===== src/rtl/multicycle_control_pkg.sv =====
// Shared definitions for the multi-cycle RV32I control path.
//   - RV32I major opcodes (IR[6:0])
//   - ALUOp encodings shared by this FSM and the ALU control decoder
//   - control FSM state encodings
//   - datapath mux select constants (SrcA, SrcB, PCSource, MemToReg)
package multicycle_control_pkg;

    // Opcodes
    localparam logic [6:0] OPC_LOAD   = 7'b0000011;
    localparam logic [6:0] OPC_STORE  = 7'b0100011;
    localparam logic [6:0] OPC_OP     = 7'b0110011;
    localparam logic [6:0] OPC_OP_IMM = 7'b0010011;
    localparam logic [6:0] OPC_BRANCH = 7'b1100011;
    localparam logic [6:0] OPC_JAL    = 7'b1101111;
    localparam logic [6:0] OPC_JALR   = 7'b1100111;
    localparam logic [6:0] OPC_LUI    = 7'b0110111;
    localparam logic [6:0] OPC_AUIPC  = 7'b0010111;

    // ALUOp consumed by the ALU control decoder
    typedef enum logic [2:0] {
        ALUOP_IL    = 3'b000,  // add: address / target calculation
        ALUOP_B     = 3'b001,  // sub: branch compare
        ALUOP_R     = 3'b010,
        ALUOP_I     = 3'b011,
        ALUOP_LUI   = 3'b100,
        ALUOP_AUIPC = 3'b101
    } alu_op_e;

    // Control FSM states
    typedef enum logic [3:0] {
        ST_FETCH      = 4'd0,
        ST_DECODE     = 4'd1,
        ST_MEM_ADDR   = 4'd2,
        ST_MEM_READ   = 4'd3,
        ST_MEM_WB     = 4'd4,
        ST_MEM_WRITE  = 4'd5,
        ST_EXEC_R     = 4'd6,
        ST_EXEC_I     = 4'd7,
        ST_ALU_WB     = 4'd8,
        ST_BRANCH     = 4'd9,
        ST_JAL        = 4'd10,
        ST_JALR       = 4'd11,
        ST_EXEC_LUI   = 4'd12,
        ST_EXEC_AUIPC = 4'd13,
        ST_TRAP       = 4'd14
    } state_e;

    // ALU source A
    localparam logic [1:0] SRCA_PC    = 2'b00;
    localparam logic [1:0] SRCA_RS1   = 2'b01;
    localparam logic [1:0] SRCA_OLDPC = 2'b10;

    // ALU source B
    localparam logic [1:0] SRCB_RS2  = 2'b00;
    localparam logic [1:0] SRCB_FOUR = 2'b01;
    localparam logic [1:0] SRCB_IMM  = 2'b10;

    // PC source
    localparam logic [1:0] PCSRC_ALU    = 2'b00;
    localparam logic [1:0] PCSRC_ALUOUT = 2'b01;
    localparam logic [1:0] PCSRC_JALR   = 2'b10;  // ALU result & ~1

    // Register file write-back source
    localparam logic [1:0] WB_ALUOUT = 2'b00;
    localparam logic [1:0] WB_MDR    = 2'b01;
    localparam logic [1:0] WB_LINK   = 2'b10;  // PC register, already OldPC+4

endpackage


===== src/rtl/multicycle_control.sv =====
// Main control FSM of the multi-cycle RV32I core.
// Registered state, combinational Moore output decode. IRWrite/PCWrite in
// FETCH and every memory-state advance are gated by i_MemReady.
//
// Build option: MULTICYCLE_CONTROL_ILLEGAL_TRAP_EN
//   defined   : illegal opcode -> TRAP, o_Illegal sticky until reset
//   undefined : illegal opcode executes as NOP, o_Illegal pulses in DECODE
//
// Ports:
//   i_clk, i_rst        clock, synchronous active-high reset
//   i_Opcode            IR[6:0]
//   i_MemReady          memory completes the current access this cycle
//   i_BranchTaken       branch comparator result (gated in the datapath)
//   o_ALUOp             ALUOp to the ALU control decoder
//   o_ALUSrcA/B         ALU operand selects
//   o_PCSource          PC next-value select
//   o_MemToReg          register write-back select
//   o_IorD              memory address select
//   o_MemRead/Write     memory requests
//   o_IRWrite           load IR and OldPC
//   o_PCWrite           unconditional PC load
//   o_PCWriteCond       PC load qualified by i_BranchTaken
//   o_RegWrite          register file write enable
//   o_Illegal           unrecognised opcode flag
//   o_State             current state (debug)
//
// state         | meaning
// FETCH         | read instruction at PC, PC <= PC+4
// DECODE        | OldPC+imm -> ALUOut, dispatch on opcode
// MEM_ADDR      | rs1+imm -> ALUOut
// MEM_READ      | read data at ALUOut
// MEM_WB        | MDR -> rd
// MEM_WRITE     | write rs2 at ALUOut
// EXEC_R        | rs1 op rs2
// EXEC_I        | rs1 op imm
// ALU_WB        | ALUOut -> rd
// BRANCH        | compare, PC <= target if taken
// JAL           | PC <= target, rd <= link
// JALR          | PC <= (rs1+imm)&~1, rd <= link
// EXEC_LUI      | imm pass-through
// EXEC_AUIPC    | OldPC+imm
// TRAP          | halted on illegal opcode (trap build only)
module multicycle_control
    import multicycle_control_pkg::*;
#(
    parameter logic [3:0] RESET_STATE = 4'd0
) (
    input  logic       i_clk,
    input  logic       i_rst,
    input  logic [6:0] i_Opcode,
    input  logic       i_MemReady,
    input  logic       i_BranchTaken,
    output logic [2:0] o_ALUOp,
    output logic [1:0] o_ALUSrcA,
    output logic [1:0] o_ALUSrcB,
    output logic [1:0] o_PCSource,
    output logic [1:0] o_MemToReg,
    output logic       o_IorD,
    output logic       o_MemRead,
    output logic       o_MemWrite,
    output logic       o_IRWrite,
    output logic       o_PCWrite,
    output logic       o_PCWriteCond,
    output logic       o_RegWrite,
    output logic       o_Illegal,
    output logic [3:0] o_State
);

    state_e state;
    state_e next_state;

    // The branch decision is applied in the datapath via PCWriteCond.
    logic unused_branch_taken;
    assign unused_branch_taken = i_BranchTaken;

    always_ff @(posedge i_clk) begin
        if (i_rst) begin
            state <= state_e'(RESET_STATE);
        end else begin
            state <= next_state;
        end
    end

    assign o_State = state;

    always_comb begin
        next_state    = state;
        o_ALUOp       = ALUOP_IL;
        o_ALUSrcA     = SRCA_PC;
        o_ALUSrcB     = SRCB_RS2;
        o_PCSource    = PCSRC_ALU;
        o_MemToReg    = WB_ALUOUT;
        o_IorD        = 1'b0;
        o_MemRead     = 1'b0;
        o_MemWrite    = 1'b0;
        o_IRWrite     = 1'b0;
        o_PCWrite     = 1'b0;
        o_PCWriteCond = 1'b0;
        o_RegWrite    = 1'b0;
        o_Illegal     = 1'b0;

        case (state)
            ST_FETCH: begin
                o_MemRead = 1'b1;
                o_ALUSrcB = SRCB_FOUR;
                if (i_MemReady) begin
                    o_IRWrite  = 1'b1;
                    o_PCWrite  = 1'b1;
                    next_state = ST_DECODE;
                end
            end
            ST_DECODE: begin
                o_ALUSrcA = SRCA_OLDPC;
                o_ALUSrcB = SRCB_IMM;
                case (i_Opcode)
                    OPC_LOAD, OPC_STORE: next_state = ST_MEM_ADDR;
                    OPC_OP:              next_state = ST_EXEC_R;
                    OPC_OP_IMM:          next_state = ST_EXEC_I;
                    OPC_BRANCH:          next_state = ST_BRANCH;
                    OPC_JAL:             next_state = ST_JAL;
                    OPC_JALR:            next_state = ST_JALR;
                    OPC_LUI:             next_state = ST_EXEC_LUI;
                    OPC_AUIPC:           next_state = ST_EXEC_AUIPC;
                    default: begin
                        o_Illegal = 1'b1;
`ifdef MULTICYCLE_CONTROL_ILLEGAL_TRAP_EN
                        next_state = ST_TRAP;
`else
                        // PC already advanced in FETCH: behaves as a NOP.
                        next_state = ST_FETCH;
`endif
                    end
                endcase
            end
            ST_MEM_ADDR: begin
                o_ALUSrcA  = SRCA_RS1;
                o_ALUSrcB  = SRCB_IMM;
                // opcode bit 5 separates STORE from LOAD
                next_state = i_Opcode[5] ? ST_MEM_WRITE : ST_MEM_READ;
            end
            ST_MEM_READ: begin
                o_MemRead = 1'b1;
                o_IorD    = 1'b1;
                if (i_MemReady) next_state = ST_MEM_WB;
            end
            ST_MEM_WB: begin
                o_RegWrite = 1'b1;
                o_MemToReg = WB_MDR;
                next_state = ST_FETCH;
            end
            ST_MEM_WRITE: begin
                o_MemWrite = 1'b1;
                o_IorD     = 1'b1;
                if (i_MemReady) next_state = ST_FETCH;
            end
            ST_EXEC_R: begin
                o_ALUSrcA  = SRCA_RS1;
                o_ALUSrcB  = SRCB_RS2;
                o_ALUOp    = ALUOP_R;
                next_state = ST_ALU_WB;
            end
            ST_EXEC_I: begin
                o_ALUSrcA  = SRCA_RS1;
                o_ALUSrcB  = SRCB_IMM;
                o_ALUOp    = ALUOP_I;
                next_state = ST_ALU_WB;
            end
            ST_EXEC_LUI: begin
                o_ALUSrcB  = SRCB_IMM;
                o_ALUOp    = ALUOP_LUI;
                next_state = ST_ALU_WB;
            end
            ST_EXEC_AUIPC: begin
                o_ALUSrcA  = SRCA_OLDPC;
                o_ALUSrcB  = SRCB_IMM;
                o_ALUOp    = ALUOP_AUIPC;
                next_state = ST_ALU_WB;
            end
            ST_ALU_WB: begin
                o_RegWrite = 1'b1;
                o_MemToReg = WB_ALUOUT;
                next_state = ST_FETCH;
            end
            ST_BRANCH: begin
                o_ALUSrcA     = SRCA_RS1;
                o_ALUSrcB     = SRCB_RS2;
                o_ALUOp       = ALUOP_B;
                o_PCWriteCond = 1'b1;
                o_PCSource    = PCSRC_ALUOUT;
                next_state    = ST_FETCH;
            end
            ST_JAL: begin
                o_PCWrite  = 1'b1;
                o_PCSource = PCSRC_ALUOUT;
                o_RegWrite = 1'b1;
                o_MemToReg = WB_LINK;
                next_state = ST_FETCH;
            end
            ST_JALR: begin
                o_ALUSrcA  = SRCA_RS1;
                o_ALUSrcB  = SRCB_IMM;
                o_PCWrite  = 1'b1;
                o_PCSource = PCSRC_JALR;
                o_RegWrite = 1'b1;
                o_MemToReg = WB_LINK;
                next_state = ST_FETCH;
            end
`ifdef MULTICYCLE_CONTROL_ILLEGAL_TRAP_EN
            ST_TRAP: begin
                o_Illegal  = 1'b1;
                next_state = ST_TRAP;
            end
`endif
            default: next_state = ST_FETCH;
        endcase

        // Enables are suppressed while reset is being sampled so an
        // in-flight memory request never outlives the reset cycle.
        if (i_rst) begin
            o_MemRead     = 1'b0;
            o_MemWrite    = 1'b0;
            o_IRWrite     = 1'b0;
            o_PCWrite     = 1'b0;
            o_PCWriteCond = 1'b0;
            o_RegWrite    = 1'b0;
            o_Illegal     = 1'b0;
        end
    end

endmodule


===== config.mk =====
export PLATFORM = sky130hd
export DESIGN_NAME = multicycle_control
export DESIGN_NICKNAME = d
export VERILOG_FILES = /design/src/rtl/multicycle_control_pkg.sv /design/src/rtl/multicycle_control.sv
export SDC_FILE = /design/constraint.sdc
export NUM_CORES = 1
export LEC_CHECK = 0
export CORE_UTILIZATION = 41
export CTS_CLUSTER_SIZE = 10
export DETAILED_ROUTE_END_ITERATION = 6
export GPL_TIMING_DRIVEN = 0
export PLACE_DENSITY = 0.84
export SLEW_MARGIN = 25
export SYNTH_ARGS = -nofsm -noshare
export SYNTH_HDL_FRONTEND = slang
export SYNTH_SLANG_ARGS = --single-unit

===== constraint.sdc =====
create_clock -name i_clk -period 2.7 [get_ports i_clk]
set_input_delay 0.54 -clock i_clk [delete_from_list [all_inputs] [get_ports i_clk]]
set_output_delay 0.54 -clock i_clk [all_outputs]
set_load 0.01 [all_outputs]

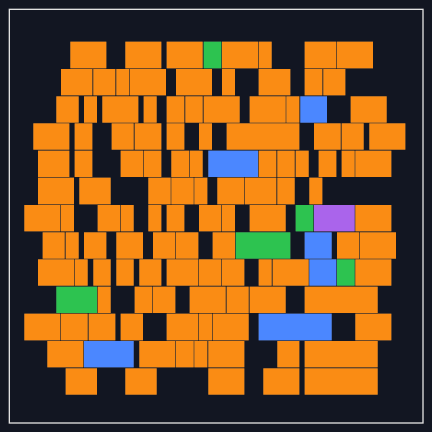
drive_strength.png
(10 px per µm)
size	colour	cells
drive 2	green	5
drive 3 to 4	blue	6
drive 6 and up	purple	1
drive 1 or less	orange	114
Synth-to-Final Area Change: 56.3%
Signal buffers: 38
fin area: 986 µm²
Final WS setup: 0.0961 ns

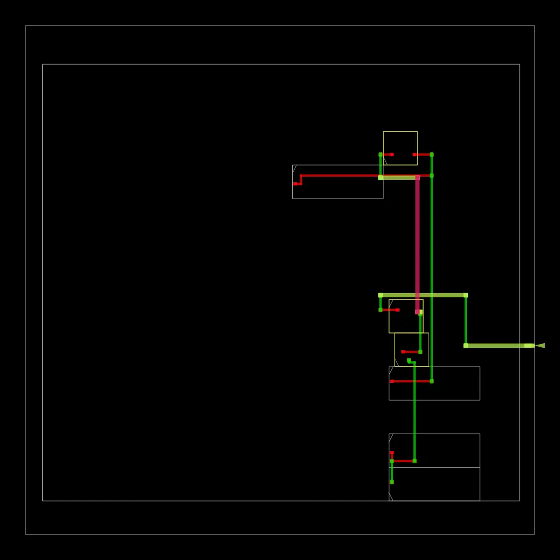
final_clocks.png
P_clk: 77.1 µW
clk_lat worst skew: 0.24 ns
Setup Skew: 0.00934 ns
clk sink count: 4

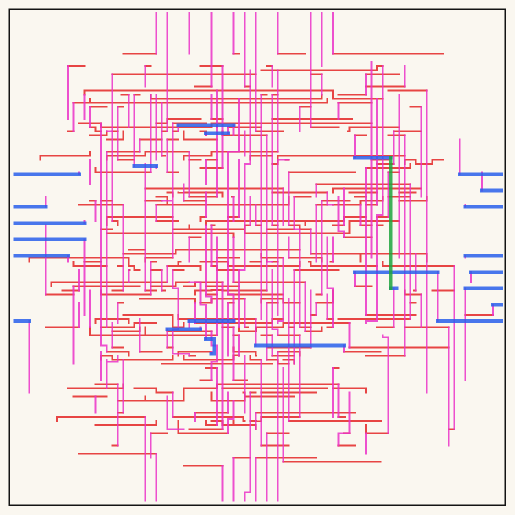
metal_stack.png
(12 px per µm)
layer	colour	wire length
met4	green	10.9 µm
met3	blue	81.7 µm
met1	red	883 µm
met2	magenta	910 µm
Vias: 821
drt total wl: 1.88 mm

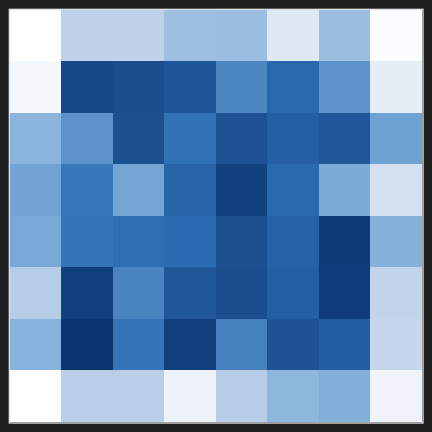
density.png
(10 px per µm) 8 x 8 tiles, from white (low) to dark blue (high), 0 to 100% covered.
fullest tile	98%
tiles over 75% full	38%
nearly empty tiles	3.1%
mean over tiles	57%
Core Box Area: 1370 µm²
final core utilization: 72.2%
Pre-Place Util: 46.2%

==> impl_metrics.toml <==
# generated from flow reports
[yosys]
synth.distinct_cells = 38
synth_top_area_share_pct = 12.7
synth_top_flop_cell = "dfxtp_1"
syn_avg_cell_area_um2 = 6.85
edf_count = 0
area_leaders = "dfxtp_1 (13%), nor2_1 (7.1%), nor2b_1 (6.9%), nor3_1 (5.6%), a21oi_1 (4.0%)"
synthArstFlopShare_pct = 0
ys_chip_area_um2 = 631
yosys_cells = 92
ys_ff = 4
syn_area_um2 = 631
ys_seq_share_pct = 12.7
yosysWarnings = 0

[route]
firstDrtPassIters = 4
wl_per_cell_um = 13.4
viasPerCell = 5.82
drc = 0
final_antenna_net_count = 0

[cts]
ctsHoldBuffers = 0
cts_tree = "yes"
h-tree-depth = 1
cts_made_buffers = 3
cts-root-buf = "clkbuf_4"

[timing]
slew_viol_final = 0
relSlewSlack_pct = 67.2
rsz0062_at_grt = "false"
setup_viol = 0
timing.final.crit_share_pct = 96.4
max_slew.worst_pin.slew_ns = 0.491
tns_ns = 0
max_freq_mhz = 384

[power_and_ir_drop]
peakVddDrop_uv = 108
combPwrFrac_pct = 39.5
power.density_nw_per_um2 = 238
switching_power_uw = 74.2
power.leakage_nw = 0.372
intPower_uw = 161
design_power_total_uw = 235
power_switching_share_pct = 31.6
sequentialPowerShare_pct = 27.7
clkPwrFrac_pct = 32.8

[worst_hold_path]
hold_end = "o_State[3]$_SDFFE_PP0P_"
hold_start = "i_rst"

[finish]
fin_nets = 139
fillCellCount = 125
largest_reg_flops = 4
drive_gt1_share_pct = 9.52

[floorplan]
dieArea_um2 = 1700
ios = 34
row_count = 13
die_y_um = 41.2
die_w_um = 41.2

[critical_path]
worstSetupStartpoint = "i_Opcode[4]"
r2r-start = "o_State[0]$_SDFFE_PP0P_"
rr_endpoint = "o_State[3]$_SDFFE_PP0P_"
required_ns = 2.16
reg2reg_slack_ns = 1.15
cp_max_fo = 3
critical_path_arrival_ns = 2.06
reg2reg_depth = 4
path_class = "primary input to output pin"
crit_path_end_kind = "output pin"
cp-start-kind = "primary input"

[global_route]
grt_use_met1_pct = 30.8
busiest_layer = "met2"
met2_usage_pct = 39.1
grt_pass1_vias = 608
antenna_found_initial = 0
grt_first_pass_wirelength_mm = 2.63
grt.total_usage_pct = 22.8
grt-ovfl-total = 0
met3_usage_pct = 1.09

[placement]
routabilityCongestion = 0.862
io_buffers = 31
place_ws_ns = -0.128
place_area_um2 = 960

[run]
maxCapViolations = 0
tool_warnings = 27

[status]
status = "completed"
==> cells by family after synthesis <==
logic type / after synthesis / share of synthesized area [%]
compound gates: 22 / 24.4
xor+xnor: 3 / 4.17
buf+inv: 10 / 7.34
flops: 4 / 12.7
mux: 2 / 3.37
simple gates: 51 / 48.0
==> per-stage QoR <==
stage	std cells	utilization, %	hold WS (ns)
global placement	138	70.2	0.746
global route	141	72.2	0.763
finish	141	72.2	0.758
floorplan	92	-	0.721
CTS	141	71.7	0.743
detailed placement	138	70.2	0.766
==> layout make-up <==
| cell class | instances | area (µm²) | area share (%) |
|---|---|---|---|
| Tap cell | 15 | 18.8 | 1.90 |
| Buffer | 7 | 37.5 | 3.81 |
| Clock buffer | 3 | 22.5 | 2.28 |
| Multi-Input combinational cell | 78 | 509 | 51.6 |
| Sequential cell | 4 | 80.1 | 8.12 |
| Inverter | 3 | 11.3 | 1.14 |
| Timing Repair Buffer | 31 | 307 | 31.1 |
==> how the worst max path moves through the flow <==
stage | to | slack, ns | cells past startpoint
final | o_Illegal | 0.1 | 6
after detailed placement | o_Illegal | -0.13 | 6
after global routing | o_MemRead | 0.004 | 4
after floorplan | o_MemRead | 0.73 | 3
after global placement | o_Illegal | -0.12 | 6
after CTS | o_MemRead | 0.0006 | 4
==> Yosys cell counts (3+ instances only) <==
master    count
a21oi_1       5
nor3_1        7
inv_1         3
nand2b_1      4
nor2b_1       7
o22ai_1       3
clkbuf_1      4
nand2_1       4
o21ai_0       4
dfxtp_1       4
nor2_1       12
==> power by group through the flow <==
| stage | registers (mW) | logic (mW) | clock network [mW] |
|---|---|---|---|
| after floorplan | 0.0659 | 0.0490 | 0 |
| after global placement | 0.0656 | 0.0912 | 0 |
| after detailed placement | 0.0657 | 0.0925 | 0 |
| after global routing | 0.0653 | 0.101 | 0.0792 |
| final | 0.0650 | 0.0928 | 0.0771 |
| after CTS | 0.0648 | 0.0916 | 0.0774 |
==> per-layer routing <==
| layer | share of wire (%) | wire length [µm] |
|---|---|---|
| met1 | 47 | 882 |
| met2 | 48 | 909 |
| met3 | 4.3 | 81 |
| met4 | 0.53 | 10 |
| met5 | 0 | 0 |
==> critical path, stage by stage <==
cell	delay, ns
clkdlybuf4s50_1	0.48
nor2b_4	0.16
or3b_1	0.37
nor2b_1	0.14
o311a_1	0.09
dlygate4sd2_1	0.28
==> timing repair <==
action	CTS	global route
gates resized	4	3
cloned	0	0
endpoints found under the setup margin	3	4
==> cells in the final DEF (no fill, tap or decap), types with 2 or more instances in the layout <==
cell type	n
and3_1	2
a21oi_1	5
and2_1	2
nand2b_1	4
o22ai_1	3
inv_1	3
nor2b_1	7
nand2_1	4
clkdlybuf4s50_1	28
dfxtp_1	4
nor2_1	12
clkbuf_4	3
xor2_1	2
nor4b_1	2
and2b_1	2
nor3_1	7
clkbuf_2	2
nor4_1	2
dlygate4sd2_1	3
a221o_1	2
clkbuf_1	2
or3_1	2
o21ai_0	4
Power is estimated from default activity; no workload was simulated.
